<file path="src/rtl/phy_tx_lane_serializer_if.sv">
// Lane-serializer bus bundle.
// Parallel load side: in_data / in_lane_valid / in_load in, in_ready back.
// Serial side: data_out, valid_out, frame_start and busy from the serializer.
// The master modport belongs to the word source and the slave modport to the serializer.
interface phy_tx_lane_serializer_if #(
  parameter int unsigned LANES  = 4,
  parameter int unsigned DATA_W = 8
);
  logic [LANES*DATA_W-1:0] in_data;
  logic [LANES-1:0]        in_lane_valid;
  logic                    in_load;
  logic                    in_ready;
  logic [DATA_W-1:0]       data_out;
  logic                    valid_out;
  logic                    frame_start;
  logic                    busy;

  modport master (
    output in_data, in_lane_valid, in_load,
    input  in_ready, data_out, valid_out, frame_start, busy
  );

  modport slave (
    input  in_data, in_lane_valid, in_load,
    output in_ready, data_out, valid_out, frame_start, busy
  );
endinterface

</file>
<file path="src/rtl/phy_tx_lane_serializer.sv">
// N-lane to 1-lane PHY transmit serializer on a single clock.
// Each cycle it sends one lane of a loaded word, starting with lane 0.
// A one-word shadow buffer holds the next word, so streaming has no gaps between words.
// Ports:
//   clk    - transmit clock, rising edge
//   reset  - asynchronous, active-high; discards active and shadow words
//   bus    - slave modport of phy_tx_lane_serializer_if:
//            in_data/in_lane_valid/in_load in, in_ready out (shadow empty),
//            data_out/valid_out/frame_start registered, busy = word held.
// SKIP_INVALID=1 sends only valid lanes, packed together, and drops all-zero masks on load.
module phy_tx_lane_serializer #(
  parameter int unsigned LANES        = 4,
  parameter int unsigned DATA_W       = 8,
  parameter int unsigned SKIP_INVALID = 0
) (
  input logic                      clk,
  input logic                      reset,
  phy_tx_lane_serializer_if.slave  bus
);
  localparam int unsigned IDX_W = $clog2(LANES);
  typedef logic [IDX_W-1:0] idx_t;

  logic [LANES*DATA_W-1:0] act_data_q, act_data_d;
  logic [LANES-1:0]        act_mask_q, act_mask_d;
  logic                    act_v_q, act_v_d;
  logic                    first_q, first_d;
  idx_t                    idx_q, idx_d;
  logic [LANES*DATA_W-1:0] sh_data_q, sh_data_d;
  logic [LANES-1:0]        sh_mask_q, sh_mask_d;
  logic                    sh_v_q, sh_v_d;
  logic [DATA_W-1:0]       data_out_q, data_out_d;
  logic                    valid_out_q, valid_out_d;
  logic                    frame_q, frame_d;

  // Returns {found, index} for the lowest set mask bit at or above 'from'.
  function automatic logic [IDX_W:0] next_valid(input logic [LANES-1:0] mask,
                                                input int unsigned from);
    logic found;
    idx_t idx;
    found = 1'b0;
    idx   = '0;
    for (int unsigned i = LANES; i > 0; i--) begin
      if ((i - 1) >= from && mask[i-1]) begin
        found = 1'b1;
        idx   = idx_t'(i - 1);
      end
    end
    return {found, idx};
  endfunction

  logic            skip;
  logic            lane_v;
  logic            last;
  logic            accept;
  logic            in_has;
  logic            free;
  logic [IDX_W:0]  nv;
  logic [IDX_W:0]  first_sh;
  logic [IDX_W:0]  first_in;
  int unsigned     from_nxt;

  always_comb begin
    skip     = (SKIP_INVALID != 0);
    act_data_d  = act_data_q;
    act_mask_d  = act_mask_q;
    act_v_d     = act_v_q;
    first_d     = first_q;
    idx_d       = idx_q;
    sh_data_d   = sh_data_q;
    sh_mask_d   = sh_mask_q;
    sh_v_d      = sh_v_q;
    data_out_d  = '0;
    valid_out_d = 1'b0;
    frame_d     = 1'b0;

    // In compacted mode idx_q always points at a valid lane, so lane_v is 1 there.
    lane_v   = act_mask_q[idx_q];
    from_nxt = idx_q + 1;
    nv       = next_valid(act_mask_q, from_nxt);
    first_sh = next_valid(sh_mask_q, 0);
    first_in = next_valid(bus.in_lane_valid, 0);
    last     = skip ? !nv[IDX_W] : (idx_q == idx_t'(LANES - 1));
    in_has   = !skip || (|bus.in_lane_valid);
    accept   = bus.in_load && !sh_v_q;
    free     = !act_v_q || last;

    if (act_v_q) begin
      data_out_d  = lane_v ? act_data_q[idx_q*DATA_W +: DATA_W] : '0;
      valid_out_d = lane_v;
      frame_d     = first_q;
      first_d     = 1'b0;
      idx_d       = skip ? nv[IDX_W-1:0] : idx_t'(idx_q + 1'b1);
    end

    // When the active word sends its last slot, it is replaced in the same edge.
    // The shadow word is used first. If the shadow is empty, a word being accepted now
    // goes straight to active. If the shadow is full, in_ready is low, so no load is
    // accepted in that edge.
    if (free) begin
      if (sh_v_q) begin
        act_data_d = sh_data_q;
        act_mask_d = sh_mask_q;
        act_v_d    = 1'b1;
        first_d    = 1'b1;
        idx_d      = skip ? first_sh[IDX_W-1:0] : '0;
        sh_v_d     = 1'b0;
      end else if (accept && in_has) begin
        act_data_d = bus.in_data;
        act_mask_d = bus.in_lane_valid;
        act_v_d    = 1'b1;
        first_d    = 1'b1;
        idx_d      = skip ? first_in[IDX_W-1:0] : '0;
      end else begin
        act_v_d = 1'b0;
        first_d = 1'b0;
        idx_d   = '0;
      end
    end else if (accept && in_has) begin
      sh_data_d = bus.in_data;
      sh_mask_d = bus.in_lane_valid;
      sh_v_d    = 1'b1;
    end
  end

  always_ff @(posedge clk or posedge reset) begin
    if (reset) begin
      act_data_q  <= '0;
      act_mask_q  <= '0;
      act_v_q     <= 1'b0;
      first_q     <= 1'b0;
      idx_q       <= '0;
      sh_data_q   <= '0;
      sh_mask_q   <= '0;
      sh_v_q      <= 1'b0;
      data_out_q  <= '0;
      valid_out_q <= 1'b0;
      frame_q     <= 1'b0;
    end else begin
      act_data_q  <= act_data_d;
      act_mask_q  <= act_mask_d;
      act_v_q     <= act_v_d;
      first_q     <= first_d;
      idx_q       <= idx_d;
      sh_data_q   <= sh_data_d;
      sh_mask_q   <= sh_mask_d;
      sh_v_q      <= sh_v_d;
      data_out_q  <= data_out_d;
      valid_out_q <= valid_out_d;
      frame_q     <= frame_d;
    end
  end

  assign bus.data_out    = data_out_q;
  assign bus.valid_out   = valid_out_q;
  assign bus.frame_start = frame_q;
  assign bus.in_ready    = !sh_v_q;
  assign bus.busy        = act_v_q | sh_v_q;
endmodule

</file>
<file path="src/flat_wrapper.sv">
// flat-port wrapper written by rule: the top's interface ports become plain ports
module phy_tx_lane_serializer_flat 
#(
  parameter int unsigned LANES        = 4,
  parameter int unsigned DATA_W       = 8,
  parameter int unsigned SKIP_INVALID = 0
)
  (clk, reset, bus_in_data, bus_in_lane_valid, bus_in_load, bus_in_ready, bus_data_out, bus_valid_out, bus_frame_start, bus_busy);
  phy_tx_lane_serializer_if #(.LANES(LANES), .DATA_W(DATA_W)) bus_i ();
  input logic clk;
  input logic reset;
  input wire logic [$bits(bus_i.in_data)-1:0] bus_in_data;
  input wire logic [$bits(bus_i.in_lane_valid)-1:0] bus_in_lane_valid;
  input wire logic [$bits(bus_i.in_load)-1:0] bus_in_load;
  output wire logic [$bits(bus_i.in_ready)-1:0] bus_in_ready;
  output wire logic [$bits(bus_i.data_out)-1:0] bus_data_out;
  output wire logic [$bits(bus_i.valid_out)-1:0] bus_valid_out;
  output wire logic [$bits(bus_i.frame_start)-1:0] bus_frame_start;
  output wire logic [$bits(bus_i.busy)-1:0] bus_busy;
  assign bus_i.in_data = bus_in_data;
  assign bus_i.in_lane_valid = bus_in_lane_valid;
  assign bus_i.in_load = bus_in_load;
  assign bus_in_ready = bus_i.in_ready;
  assign bus_data_out = bus_i.data_out;
  assign bus_valid_out = bus_i.valid_out;
  assign bus_frame_start = bus_i.frame_start;
  assign bus_busy = bus_i.busy;
  phy_tx_lane_serializer #(.LANES(LANES), .DATA_W(DATA_W), .SKIP_INVALID(SKIP_INVALID)) u_core (.clk(clk), .reset(reset), .bus(bus_i));
endmodule
</file>
<file path="config.mk">
export PLATFORM = sky130hd
export DESIGN_NAME = phy_tx_lane_serializer_flat
export DESIGN_NICKNAME = d
export VERILOG_FILES = /design/src/rtl/phy_tx_lane_serializer_if.sv /design/src/rtl/phy_tx_lane_serializer.sv /design/src/flat_wrapper.sv
export SDC_FILE = /design/constraint.sdc
export NUM_CORES = 1
export LEC_CHECK = 0
export ABC_AREA = 0
export ABC_CLOCK_PERIOD_IN_PS = 2700
export CAP_MARGIN = 20
export CORE_MARGIN = 5
export CORE_UTILIZATION = 45
export CTS_BUF_LIST = sky130_fd_sc_hd__clkbuf_16
export CTS_CLUSTER_SIZE = 28
export DETAILED_ROUTE_END_ITERATION = 16
export PLACE_DENSITY_LB_ADDON = 0.15
export SLEW_MARGIN = 10
export SYNTH_ARGS = -nofsm -noshare
export SYNTH_HDL_FRONTEND = slang
export SYNTH_SLANG_ARGS = --single-unit
export TNS_END_PERCENT = 10
</file>
<file path="constraint.sdc">
create_clock -name clk -period 2.7 [get_ports clk]
set_input_delay 0.675 -clock clk [delete_from_list [all_inputs] [get_ports clk]]
set_output_delay 0.675 -clock clk [all_outputs]
set_load 0.05 [all_outputs]
</file>
Clock wiring as the flow saved it:
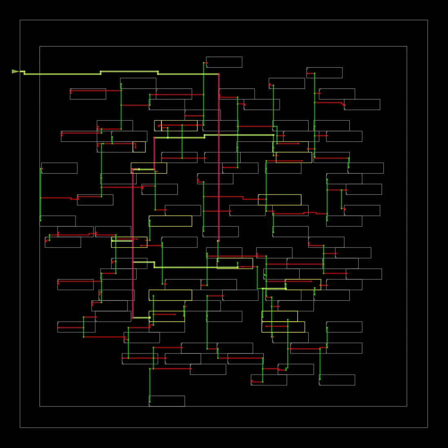
clock sink total: 87
CTS Buf Count: 9
Clock Buffer Count: 9
Worst Clk Skew: 0.00404 ns

M2 wires:
(4 px per µm)
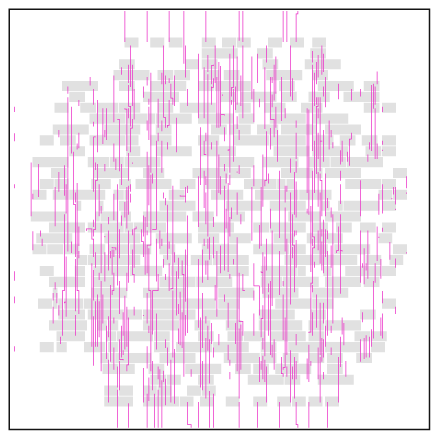
share of all routed wire: 50%
longest straight run: 40.5 µm
nets with wire on the layer: 321
main direction: vertical

==> run_results.csv <==
group,metric,value,unit
power,power_leader,"combinational logic",
clocking,cts_buffer_depth,2,
die,taps,108,
finish,combGateArea,1690,µm²
logic_synthesis,ys_sh_adder,0.00310,
detailed_routing,wl_met1,3.27,mm
worst_setup_path,worstPathRequired,2.03,ns
die,dieWidth,105,µm
timing,hold-worst-slack,0.484,ns
clocking,clk_latency,0.33,ns
timing,fin_crit_sh,0.839,
grt,grt_pass1_vias,2444,
power,powerSeq,2.29,mW
power,p_total,6.60,mW
power,p_seq_frac,0.347,
timing,slew_violations,0,
worst_setup_path,r2r_cells,5,
finish,sh_seq_area,0.437,
logic_synthesis,fp_nets,285,
outcome,status,"finished clean",
timing,max_freq,442,MHz
worst_setup_path,reg2reg_from,"u_core.sh_v_q$_DFFE_PP0P_",
worst_hold_path,whs_endpoint,"u_core.sh_data_q[0]$_DFFE_PP0P_",
timing,relSlewSlack,0.659,
clocking,ctsHoldBuffers,0,
detailed_routing,detail-route-antenna-nets,0,
logic_synthesis,syn_area,4030,µm²
clocking,cts_tree,"built",
grt,gr-total-overflow,0,
logic_synthesis,yosysChipArea,4030,µm²
detailed_routing,vias,2164,
power,cellLeakagePower,2.13,nW
finish,clock_cell_area_share,0.0720,
logic_synthesis,ys_cells,245,
power,p_clk,1.49,mW
worst_hold_path,hp-class,"reg2reg",
worst_setup_path,critPathArrivalTime,1.59,ns
grt,use_met1,0.176,
power,switchingPower,1.95,mW
detailed_routing,drt-pass1-iter-count,4,
I/O nets highlighted:
(4 px per µm)
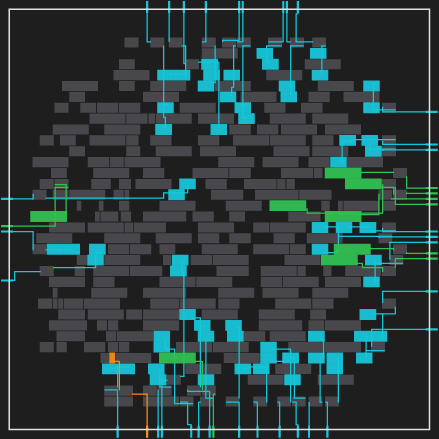
legend:
  green:
    port: bus_data_out
    bits: 8
    direction: output
    end_cells: 8
    buffers: 8
    wire: 168 µm
  cyan:
    port: bus_in_data
    bits: 32
    direction: input
    end_cells: 64
    buffers: 32
    wire: 853 µm
  orange:
    port: bus_in_ready
    bits: 1
    direction: output
    end_cells: 1
    buffers: 1
    wire: 20.8 µm
IO buf count: 50
# IOs: 51

[worst max path at each step]
| stage | startpoint | end | depth (start not counted) |
|---|---|---|---|
| finish | u_core.sh_v_q$_DFFE_PP0P_ | bus_in_ready | 2 |
| global route | u_core.sh_v_q$_DFFE_PP0P_ | bus_in_ready | 2 |
| CTS | u_core.sh_v_q$_DFFE_PP0P_ | bus_in_ready | 2 |
| detailed placement | bus_in_load | u_core.act_data_q[2]$_DFFE_PP0P_ | 5 |
| global placement | bus_in_load | u_core.act_data_q[5]$_DFFE_PP0P_ | 5 |
| floorplan | u_core.sh_v_q$_DFFE_PP0P_ | bus_busy | 3 |
[registers in the layout, indices dropped and copies added (netlist names)]
register and count:
u_core.sh_v_q 1, u_core.bus.data_out 8, u_core.sh_mask_q 4, u_core.act_v_q 1, u_core.bus.valid_out 1, u_core.act_mask_q 4, u_core.sh_data_q 32, u_core.idx_q 2
u_core.act_data_q 32, u_core.bus.frame_start 1, u_core.first_q 1
[cell usage in the layout (no fill, tap or decap)]
| cell type | instances |
|---|---|
| and2_2 | 1 |
| clkinv_2 | 1 |
| inv_1 | 3 |
| buf_4 | 8 |
| mux2_4 | 29 |
| ha_1 | 1 |
| dfrtp_1 | 86 |
| nor2_1 | 4 |
| or2_2 | 1 |
| clkdlybuf4s50_1 | 49 |
| dfrtp_2 | 1 |
| clkinv_4 | 1 |
| or2b_1 | 1 |
| nor2b_1 | 8 |
| mux2_1 | 7 |
| bufinv_16 | 4 |
| nand2b_4 | 1 |
| clkbuf_16 | 9 |
| nand2_1 | 2 |
| mux2_2 | 72 |
| nor3b_4 | 1 |
| mux2i_1 | 2 |
| buf_12 | 3 |
| mux4_2 | 8 |
| nor2b_4 | 1 |
| clkinvlp_4 | 1 |
| o22a_1 | 1 |
No activity file was given, so power comes from the tool's default toggle rates.
